### src/rtl/mem_access_stage.sv
// mem_access_stage: pipeline MEM stage.
// Takes the EX-stage ALU result as an effective address or as a pass-through
// result. Runs loads and stores over a single-outstanding req/ack bus and
// registers the MEM/WB fields. Stall_MEM holds EX and the upstream stages
// while an access is pending.
// Optional feature: define MEM_TIMEOUT_EN to abandon an access that has
// waited TIMEOUT_CYCLES cycles without an ack. The access then retires with a
// fault.
module mem_access_stage #(
  parameter int unsigned TIMEOUT_CYCLES = 255
) (
  input  logic        Clk,
  input  logic        Reset_n,
  input  logic        Valid_EX,
  input  logic [31:0] ALU_Result_EX,
  input  logic [31:0] Write_Data_EX,
  input  logic [4:0]  Write_Register_EX,
  input  logic        MemRead_EX,
  input  logic        MemWrite_EX,
  input  logic        RegWrite_EX,
  input  logic        MemtoReg_EX,
  output logic        Stall_MEM,
  output logic        Bus_Req,
  output logic        Bus_We,
  output logic [31:0] Bus_Addr,
  output logic [31:0] Bus_WData,
  input  logic        Bus_Ack,
  input  logic [31:0] Bus_RData,
  output logic        Valid_MEM,
  output logic        RegWrite_MEM,
  output logic        MemtoReg_MEM,
  output logic        Mem_Fault_MEM,
  output logic [31:0] ALU_Result_MEM,
  output logic [31:0] Read_Data_MEM,
  output logic [4:0]  Write_Register_MEM
);

  typedef enum logic {ST_IDLE, ST_WAIT} state_t;

  state_t      state;
  logic        memop;
  logic        bad;
  logic        accept;
  logic        timeout_hit;

  // Copy of the EX fields taken when an access starts. These fields are
  // replayed into the MEM register when the access retires.
  logic        hold_valid;
  logic        hold_regwrite;
  logic        hold_memtoreg;
  logic        hold_read;
  logic [4:0]  hold_wreg;
  logic [31:0] hold_alu;

  // Decode of the instruction in EX: a memory op, and whether it is illegal.
  assign memop  = Valid_EX & (MemRead_EX | MemWrite_EX);
  assign bad    = memop & ((ALU_Result_EX[1:0] != 2'b00) | (MemRead_EX & MemWrite_EX));
  assign accept = (state == ST_IDLE) & memop & ~bad;

`ifdef MEM_TIMEOUT_EN
  localparam logic [7:0] TIMEOUT_VAL = 8'(TIMEOUT_CYCLES);
  logic [7:0] wait_cnt;

  assign timeout_hit = (state == ST_WAIT) & ~Bus_Ack & (wait_cnt == TIMEOUT_VAL);

  // Count WAIT cycles without an ack; cleared whenever a new access starts.
  always_ff @(posedge Clk or negedge Reset_n) begin
    if (!Reset_n) begin
      wait_cnt <= 8'd0;
    end else if (accept) begin
      wait_cnt <= 8'd0;
    end else if ((state == ST_WAIT) && !Bus_Ack && !timeout_hit) begin
      wait_cnt <= wait_cnt + 8'd1;
    end
  end
`else
  logic unused_timeout;

  assign timeout_hit    = 1'b0;
  assign unused_timeout = (TIMEOUT_CYCLES != 0);
`endif

  // The stall is combinational on Bus_Ack, so EX advances on the same edge
  // that retires the access. It is also released on the edge that abandons
  // a timed-out access. Reset forces it low so that nothing upstream stays
  // frozen.
  assign Stall_MEM = Reset_n &
                     (accept | ((state == ST_WAIT) & ~Bus_Ack & ~timeout_hit));

  // FSM, bus request registers and the MEM/WB pipeline register.
  // NOTE: this is sequential state, so every assignment is non-blocking. All
  // registers then update together from the values seen before the edge.
  always_ff @(posedge Clk or negedge Reset_n) begin
    if (!Reset_n) begin
      state              <= ST_IDLE;
      Bus_Req            <= 1'b0;
      Bus_We             <= 1'b0;
      Bus_Addr           <= 32'd0;
      Bus_WData          <= 32'd0;
      hold_valid         <= 1'b0;
      hold_regwrite      <= 1'b0;
      hold_memtoreg      <= 1'b0;
      hold_read          <= 1'b0;
      hold_wreg          <= 5'd0;
      hold_alu           <= 32'd0;
      Valid_MEM          <= 1'b0;
      RegWrite_MEM       <= 1'b0;
      MemtoReg_MEM       <= 1'b0;
      Mem_Fault_MEM      <= 1'b0;
      ALU_Result_MEM     <= 32'd0;
      Read_Data_MEM      <= 32'd0;
      Write_Register_MEM <= 5'd0;
    end else begin
      // Default: the MEM register takes a bubble. The branches below override it.
      Valid_MEM     <= 1'b0;
      RegWrite_MEM  <= 1'b0;
      MemtoReg_MEM  <= 1'b0;
      Mem_Fault_MEM <= 1'b0;
      Read_Data_MEM <= 32'd0;

      case (state)
        ST_IDLE: begin
          if (accept) begin
            state         <= ST_WAIT;
            Bus_Req       <= 1'b1;
            Bus_We        <= MemWrite_EX;
            Bus_Addr      <= ALU_Result_EX;
            Bus_WData     <= Write_Data_EX;
            hold_valid    <= Valid_EX;
            hold_regwrite <= RegWrite_EX;
            hold_memtoreg <= MemtoReg_EX;
            hold_read     <= MemRead_EX;
            hold_wreg     <= Write_Register_EX;
            hold_alu      <= ALU_Result_EX;
          end else begin
            // Pass-through. A bad access retires at once, flagged and without
            // writing back.
            Valid_MEM          <= Valid_EX;
            RegWrite_MEM       <= Valid_EX & RegWrite_EX & ~bad;
            MemtoReg_MEM       <= Valid_EX & MemtoReg_EX;
            Mem_Fault_MEM      <= bad;
            ALU_Result_MEM     <= ALU_Result_EX;
            Write_Register_MEM <= Write_Register_EX;
          end
        end

        ST_WAIT: begin
          if (Bus_Ack) begin
            state              <= ST_IDLE;
            Bus_Req            <= 1'b0;
            Valid_MEM          <= hold_valid;
            RegWrite_MEM       <= hold_regwrite;
            MemtoReg_MEM       <= hold_memtoreg;
            ALU_Result_MEM     <= hold_alu;
            Write_Register_MEM <= hold_wreg;
            Read_Data_MEM      <= hold_read ? Bus_RData : 32'd0;
          end else if (timeout_hit) begin
            state              <= ST_IDLE;
            Bus_Req            <= 1'b0;
            Valid_MEM          <= hold_valid;
            MemtoReg_MEM       <= hold_memtoreg;
            Mem_Fault_MEM      <= 1'b1;
            ALU_Result_MEM     <= hold_alu;
            Write_Register_MEM <= hold_wreg;
          end
        end

        default: state <= ST_IDLE;
      endcase
    end
  end

endmodule

### config.mk
export PLATFORM = sky130hd
export DESIGN_NAME = mem_access_stage
export DESIGN_NICKNAME = d
export VERILOG_FILES = /design/src/rtl/mem_access_stage.sv
export SDC_FILE = /design/constraint.sdc
export NUM_CORES = 1
export LEC_CHECK = 0
export CAP_MARGIN = 20
export CORE_ASPECT_RATIO = 1.25
export CORE_UTILIZATION = 46
export CTS_CLUSTER_SIZE = 10
export DETAILED_ROUTE_END_ITERATION = 6
export PLACE_DENSITY = 0.95
export SYNTH_ARGS = -nofsm -noshare
export SYNTH_HDL_FRONTEND = slang
export SYNTH_SLANG_ARGS = --single-unit
### constraint.sdc
create_clock -name Clk -period 4.9 [get_ports Clk]
set_input_delay 1.47 -clock Clk [delete_from_list [all_inputs] [get_ports Clk]]
set_output_delay 1.47 -clock Clk [all_outputs]
set_load 0.03 [all_outputs]
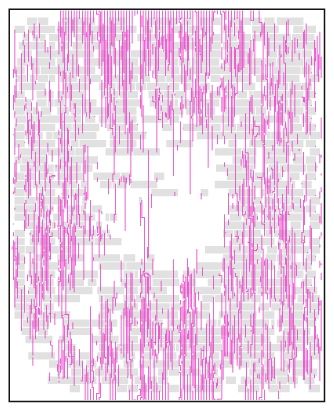
(run_1/layer_met2.png)
(3 px per micron) Cells faint in the background.
The layer carries 8,170 microns of wire. The layer holds 52% of the routed length. The longest straight run is 38.0 microns.

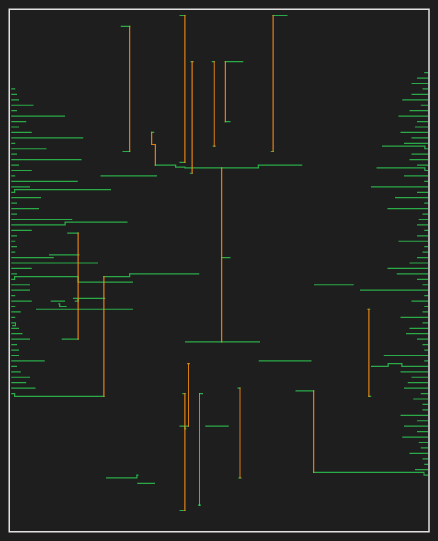
(run_1/wires.png)
(4 px per micron) Two of the layers only.
Green stands for metal 3, wire length 912 microns. Orange stands for metal 4, wire length 412 microns.
GRT Total Usage: 23.10%
DRT Wirelength: 15.78 mm
Vias: 4,404
wire length per cell: 18.68 microns

==> results.tsv, run 1 <==
stage	metric	value	unit
finish	CLK BUF	18	
finish	Plain + repair buffers	255	
yosys	Main synth FF type	dfrtp_1	
finish	design area	0.009106	sq mm
placed_design	pre-CTS setup slack	0.4210	ns
sta	setup_tns	0	ns
sta	Max Clock Skew	0.008110	ns
pwr	Power Dens Cells	449.5	mW/mm^2
yosys	post-synthesis compound-gate area fraction	7.258	%
yosys	area leader, netlist	dfrtp_1	
outcome	status	complete, no violations	
global_route	largest net degree at the start of global routing	76	
clocking	Clk Latency, worst-skew pair	0.40	ns
detailed_routing	DR vias/cell	5.212	
pwr	P_sw	1358	uW
clocking	setup bufs post-CTS	0	
finish	Final Core Density	71.27	%
finish	diode count	0	
pwr	internal power	2736	uW
finish	Logic Gate Count	240	
sta	Slew HR	39.01	%
detailed_routing	starting DRC count in detailed routing	192	
run	tool warning count	26	
floorplanning	Core Util at FP	47.36	%
run	max cap viols	0	
clocking	root buf cell	clkbuf_16	
sta	Final Critical Period	4.474	ns
worst_setup_path	CP Buf/Inv Count	2	
yosys	most common cell in the netlist	dfrtp_1	
yosys	Post-synth top cells	dfrtp_1, mux2_2, nor2_1	
finish	Seq/total area	40.95	%
worst_hold_path	WHS Endpoint	hold_valid$_DFFE_PN0P_	
yosys	Yosys Chip Area	0.006051	sq mm
worst_setup_path	CP Launch Type	input port	
clocking	H-Tree Level Count	4	
worst_setup_path	Worst Path Arrival	3.00	ns
pwr	combinational power share	31.2	%
clocking	clk buf depth	2	
clocking	CTS tree	done	
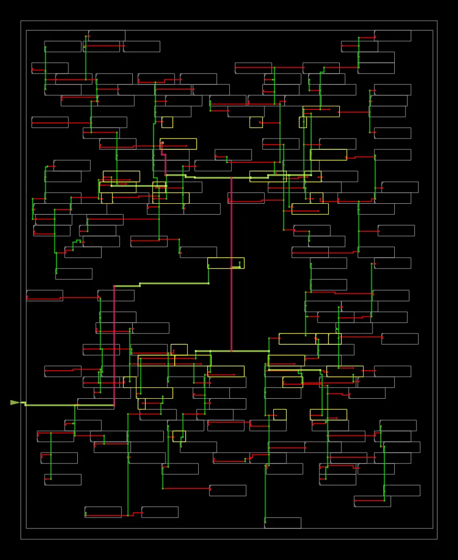
(run_1/clocks.png)
flop count: 149
clk pwr: 1210 uW

## run 1: how the worst max path moves through the flow
| stage | from | endpoint | cells after the start | slack (ns) |
|---|---|---|---|---|
| detailed placement | MemWrite_EX | Bus_WData[22]$_DFFE_PN0P_ | 6 | 0.42 |
| finish | MemWrite_EX | Stall_MEM | 5 | 0.43 |
| global route | MemWrite_EX | Stall_MEM | 5 | 0.37 |
| floorplan | ALU_Result_EX[1] | Stall_MEM | 6 | 0.81 |
| CTS | MemWrite_EX | Stall_MEM | 5 | 0.47 |
| global placement | MemWrite_EX | Stall_MEM | 5 | 0.54 |
## run 1: registers in the layout, summed over array words and instances (netlist names)
signal and cells:
Bus_We 1, hold_wreg 5, ALU_Result_MEM 32, Valid_MEM 1, RegWrite_MEM 1, hold_memtoreg 1
hold_read 1, hold_valid 1, Read_Data_MEM 32, Mem_Fault_MEM 1, hold_regwrite 1, Bus_WData 32
Bus_Req 1, MemtoReg_MEM 1, Bus_Addr 32, state 1, Write_Register_MEM 5
## run 1: metrics by stage
step,hold WS (ns),power [uW]
floorplan,0.4403,2288
global placement,0.4604,2846
detailed placement,0.4898,2903
CTS,0.5088,4124
global route,0.5128,4266
finish,0.5006,4094
## run 1: routing by layer
metal  vias up  share of wire [%]  GRT usage [%]
li1       1989                  -              -
met1      2192                 40          26.72
met2       190                 52          40.98
met3        33                5.8          5.894
met4         0                2.6          9.859
met5         -                  0              0
## run 1: power groups by stage
stage                     registers (uW)  logic (uW)  clock network, uW
after floorplan                     1990         294                  0
after global placement              1600        1240                  0
after detailed placement            1620        1280                  0
after CTS                           1600        1280               1240
after global routing                1630        1340               1300
final                               1600        1280               1210
==> run_1/io_fan.png <==
(3 px per micron)
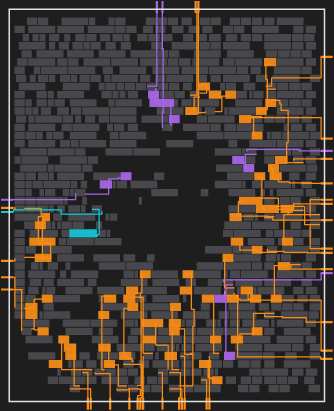

==> run 2: changes to the inputs <==
--- a/config.mk
+++ b/config.mk
@@ -5,7 +5,6 @@
 export SDC_FILE = /design/constraint.sdc
 export NUM_CORES = 1
 export LEC_CHECK = 0
-export CAP_MARGIN = 20
 export CORE_ASPECT_RATIO = 1.25
 export CORE_UTILIZATION = 46
 export CTS_CLUSTER_SIZE = 10
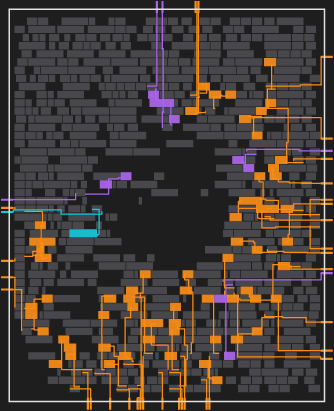
(run_2/io_fan.png)
(3 px per micron)
Purple stands for `Write_Register_EX`, direction input, edge 2 north, 2 east, 1 west, end cells 10, buffers 5, wire 225 microns. Orange stands for `ALU_Result_EX`, direction input, edge 13 east, 13 south, 4 west, 2 north, end cells 65, buffers 32, wire 1,210 microns. Cyan stands for `Valid_MEM`, direction output, edge west, end cells 1, buffers 1, wire 45.1 microns.
IO Port Bufs: 248
I/O Pins: 249

==> run 2 against run 1 <==
Effect of this change: design area is 0.30% lower; via count is 0.20% higher; cell count is 0.12% lower; die area stayed put; clock power hardly changed; utilization is 0.22 points lower; worst hold slack worse by 0.0013 ns; fmax is 0.52% higher; first-iteration DRC count is 4.7% higher; global-route usage stayed put; flip-flop count stayed put; non-clock buffer count is 1 lower; largest power group unchanged.
==> results.tsv, run 2 <==
stage	metric	value	unit	change
outcome	status	complete, no violations		
clocking	post-CTS sizing	0		
finish	# nets final	772		
global_route	GRT Total Usage	23.10	%	unchanged
yosys	area leader, netlist	dfrtp_1		
worst_setup_path	Critical Path Start	MemWrite_EX		
clocking	H-Tree Level Count	4		unchanged
worst_setup_path	worst path cell trace	clkdlybuf4s50_1, xor2_1, and2_4, o21a_1, buf_4		
detailed_routing	Vias	4413		+0.20%
detailed_routing	wire length per cell	18.54	microns	-0.73%
pwr	Power Dens Cells	449.9	mW/mm^2	about the same
worst_setup_path	Levels on crit path	5		unchanged
worst_setup_path	Slowest cell on crit path	clkdlybuf4s50_1		
detailed_routing	DRT Wirelength	15.65	mm	-0.85%
placed_design	pre-CTS setup slack	0.4210	ns	unchanged
finish	diode count	0		unchanged
clocking	clk buf depth	2		unchanged
floorplanning	Core Util at FP	47.36	%	unchanged
yosys	Post-synth top cells	dfrtp_1, mux2_2, nor2_1		
yosys	# Cells Yosys	419		
run	tool warning count	26		unchanged
detailed_routing	DR vias/cell	5.229		+0.32%
worst_hold_path	WHS Endpoint	hold_valid$_DFFE_PN0P_		
worst_setup_path	Worst Path Arrival	2.98	ns	-0.02 ns
sta	setup_tns	0	ns	unchanged
worst_setup_path	CP Buf/Inv Count	2		unchanged
pwr	Leakage	0.003936	uW	
yosys	Post-synth area hogs	dfrtp_1, mux2_2, a221o_1		
clocking	root buf cell	clkbuf_16		
sta	Final Critical Period	4.451	ns	-0.02327 ns
worst_hold_path	Min-Delay Startpoint	hold_valid$_DFFE_PN0P_		
detailed_routing	Routed Antenna Nets	0		
worst_setup_path	CP Launch Type	input port		
yosys	Main synth FF type	dfrtp_1		
sta	WHS	0.4993	ns	-0.001256 ns
worst_hold_path	Hold WC Path Type	flip-flop to flip-flop		
yosys	most common cell in the netlist	dfrtp_1		
sta	Slew HR	30.68	%	-8.3 points
global_route	vias in the first global route	4767		
yosys	number of enable flip-flop cells	0		
clocking	CTS tree	done		
yosys	Syn Std Cell Area	0.006051	sq mm	
clocking	setup bufs post-CTS	0		unchanged
finish	design area	0.009079	sq mm	-0.30%
sta	Max Clock Skew	0.008522	ns	+0.0004114 ns
detailed_routing	starting DRC count in detailed routing	201		+4.7%
clocking	Clk Latency, worst-skew pair	0.40	ns	about the same
yosys	Yosys Chip Area	0.006051	sq mm	unchanged
run	max cap viols	0		unchanged
worst_setup_path	CP max FO	5		
finish	Final Core Density	71.05	%	-0.22 points
global_route	largest net degree at the start of global routing	76		unchanged
floorplanning	Chip Area	0.01362	sq mm	
global_route	initial antenna violation count	0		
run 2: where the power goes:
group / total (uW) / internal, uW / switching, uW
combinational: 1270 / 605 / 664
sequential: 1600 / 1450 / 153
clock: 1210 / 676 / 536
run 2: per-stage QoR:
stage / total power, uW / cells
after CTS: 4124 / 844
after global routing: 4259 / 844
after global placement: 2846 / 812
after detailed placement: 2903 / 812
final: 4085 / 844
after floorplan: 2288 / 419
run 2: area by class of cell:
cell class	count	area [sq um]
timing repair buffer	254	2521
clock buffer	18	439.2
multi-input combinational	240	2058
clock inverter	14	117.6
fill	840	3699
sequential	149	3729
tap	168	210.2
inverter	1	3.754
run 2: how the worst max path moves through the flow:
stage	to	slack [ns]
6_report	Stall_MEM	0.45
5_1_grt	Stall_MEM	0.39
4_1_cts	Stall_MEM	0.47
3_5_place_dp	Bus_WData[22]$_DFFE_PN0P_	0.42
3_3_place_gp	Stall_MEM	0.54
2_1_floorplan	Stall_MEM	0.81
run 2: worst reg2reg max path: cells and delay by family (launching register included):
family        cells  cell delay, ns
buf+inv           2            1.25
flops             1            0.54
mux               1            0.44
simple gates      2            0.66
run 2: per-layer routing:
layer	up-vias	global-route usage, %	routed length [microns]
met5	-	0	0
met4	0	9.859	402
met3	32	5.894	899
met2	193	40.98	8189
met1	2204	26.72	6158
li1	1984	-	-
run 2: cell families after synthesis:
kind of cell           Yosys count  share of synthesized area, %
flip-flops                     149                         61.62
AND/OR/NAND/NOR                 84                         7.299
multiplexers                   107                         19.15
XOR/XNOR                         1                        0.1448
AND-OR/OR-AND                   48                         7.258
buffers and inverters           30                         4.528
==> run_2/detail.png <==
Window x 68 to 88, y 88 to 108 microns. Cells in gray, sequential cells in the stronger gray; small squares are vias.
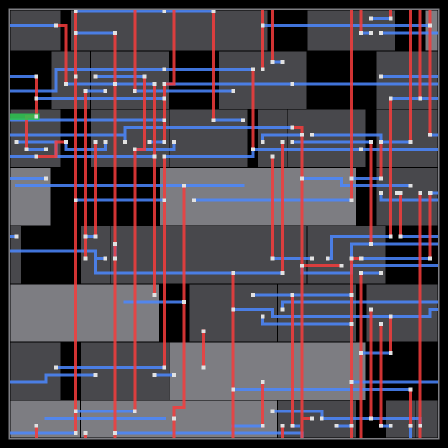

==> run 3: changes to the inputs <==
--- a/config.mk
+++ b/config.mk
@@ -6,6 +6,7 @@
 export NUM_CORES = 1
 export LEC_CHECK = 0
 export CORE_ASPECT_RATIO = 1.25
+export CORE_MARGIN = 1.5
 export CORE_UTILIZATION = 46
 export CTS_CLUSTER_SIZE = 10
 export DETAILED_ROUTE_END_ITERATION = 6
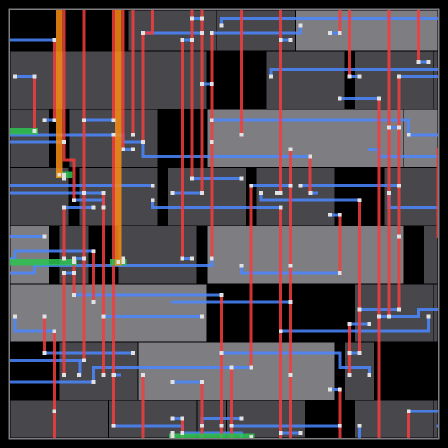
(run_3/detail.png)
Window x 69 to 89, y 88 to 108 microns. Cells in gray, sequential cells in the stronger gray; small squares are vias.
Green stands for metal 3. Orange stands for metal 4. Blue stands for metal 1. Red stands for metal 2.
Most frequent: clkdlybuf4s50_1 (9), dfrtp_1 (5). Sequential cells in the window: 5. Netlist names of flops here include `ALU_Result_MEM` (3). 27 logic cells have their middle in the window.

==> run 3 against run 2 <==
Effect of this change: routed wire length up 0.28%; largest cell class unchanged; utilization rose by 0.50 points; highest routed layer unchanged; flip-flop count unchanged; total power up 3.6%; worst setup slack improved by 0.11 ns.
==> results.tsv, run 3 <==
stage	metric	value	unit	change
yosys	Main synth FF type	dfrtp_1		
clocking	H-Tree Level Count	4		unchanged
clocking	post-CTS sizing	0		unchanged
detailed_routing	DR vias/cell	5.256		+0.53%
yosys	Yosys Chip Area	0.006051	sq mm	unchanged
outcome	status	complete, no violations		
yosys	simple share	7.299	%	unchanged
worst_hold_path	WHS Endpoint	Bus_Req$_DFFE_PN0P_		
yosys	# Cells Yosys	419		unchanged
global_route	initial antenna violation count	0		unchanged
worst_hold_path	Min-Delay Startpoint	Bus_Req$_DFFE_PN0P_		
global_route	GRT Total Usage	23.33	%	+0.24 points
sta	Max Clock Skew	0.007154	ns	-0.001368 ns
finish	layout filler cell count	877		+4.4%
worst_setup_path	Critical Path Start	MemWrite_EX		
yosys	Synth logic family	multiplexers		
run	max cap viols	0		unchanged
floorplanning	I/O Pins	249		unchanged
yosys	Syn Std Cell Area	0.006051	sq mm	unchanged
worst_setup_path	CP Buf/Inv Count	2		unchanged
run	tool warning count	26		unchanged
yosys	area leader, netlist	dfrtp_1		
worst_setup_path	Worst Path Arrival	2.87	ns	-0.11 ns
yosys	number of enable flip-flop cells	0		unchanged
finish	diode count	0		unchanged
pwr	Leakage	0.003967	uW	+0.80%
clocking	CTS tree	done		
yosys	Post-synth area hogs	dfrtp_1, mux2_2, a221o_1		
worst_setup_path	worst path cell trace	clkdlybuf4s50_1, xor2_1, and2_4, o21a_1, buf_4		
sta	WHS	0.4812	ns	-0.01819 ns
worst_hold_path	Hold WC Path Type	flip-flop to flip-flop		
worst_setup_path	Slowest cell on crit path	clkdlybuf4s50_1		
yosys	Post-synth top cells	dfrtp_1, mux2_2, nor2_1		
finish	Flop area	0.003729	sq mm	unchanged
clocking	setup bufs post-CTS	0		unchanged
detailed_routing	Vias	4431		+0.41%
sta	Slew HR	29.92	%	-0.77 points
yosys	mux share	19.15	%	unchanged
clocking	clk buf depth	2		unchanged
floorplanning	Chip Area	0.01386	sq mm	+1.7%
finish	Final Core Density	71.55	%	+0.50 points
global_route	largest net degree at the start of global routing	83		+9.2%
detailed_routing	DRT Wirelength	15.69	mm	+0.28%
yosys	XORs/XNORs by Area	0.1447	%	unchanged
placed_design	IO Port Bufs	248		unchanged
clocking	root buf cell	clkbuf_16		
yosys	post-synthesis compound-gate area fraction	7.258	%	unchanged
finish	# nets final	772		unchanged
detailed_routing	starting DRC count in detailed routing	141		-30%
worst_setup_path	CP Launch Type	input port		
worst_setup_path	CP max FO	5		unchanged
global_route	vias in the first global route	4808		+0.86%
clocking	Clk Latency, worst-skew pair	0.40	ns	about the same
## run 3: cell counts after synthesis
No cell type changed its count.
## run 3: logic make-up after synthesis
group / count (synthesis)
flops: 149
mux: 107
simple gates: 84
compound gates: 48
buf+inv: 30
xor+xnor: 1
## run 3: per-layer routing
layer,track usage (%),wire length [microns],vias up
met2,41.61,8294,172
met4,8.784,350,0
met3,7.589,1018,25
li1,-,-,1978
met1,25.65,6030,2256
met5,0,0,-
## run 3: final cells by class
cell class,instances,share of cell area (%)
Clock inverter,12,1.943
Multi-Input combinational cell,240,22.51
Tap cell,168,2.299
Clock buffer,19,4.845
Timing Repair Buffer,254,27.58
Inverter,1,0.04106
Sequential cell,149,40.78
## run 3: worst reg2reg max path, stage by stage, from the launching register on
cell and delay [ns]:
dfrtp_1 0.54, nor4b_4 0.45, and2_4 0.21, buf_4 0.42, buf_4 0.81, mux2_2 0.47
## run 3: report_power, final
part,internal (uW),leakage [uW],switching (uW)
clock,864,0.000303,493
sequential,1450,0.00185,149
combinational,605,0.00181,671
## run 3: worst max path at each step
stage / endpoint / slack (ns) / cells past startpoint
after detailed placement: Bus_WData[26]$_DFFE_PN0P_ / 0.51 / 6
after global placement: Stall_MEM / 0.62 / 5
after floorplan: Stall_MEM / 0.81 / 6
after global routing: Stall_MEM / 0.48 / 5
final: Stall_MEM / 0.56 / 5
after CTS: Stall_MEM / 0.55 / 5
## run 3: through the flow
step | setup WS (ns) | std cells | area, sq um | total power [uW]
2_1_floorplan | 0.8149 | 419 | 6051 | 2288
3_3_place_gp | 0.6190 | 812 | 8522 | 2848
3_5_place_dp | 0.5068 | 812 | 8522 | 2902
4_1_cts | 0.5525 | 843 | 9143 | 4273
5_1_grt | 0.4848 | 843 | 9143 | 4409
6_report | 0.5568 | 843 | 9143 | 4233
No activity file was given, so power comes from the tool's default toggle rates.
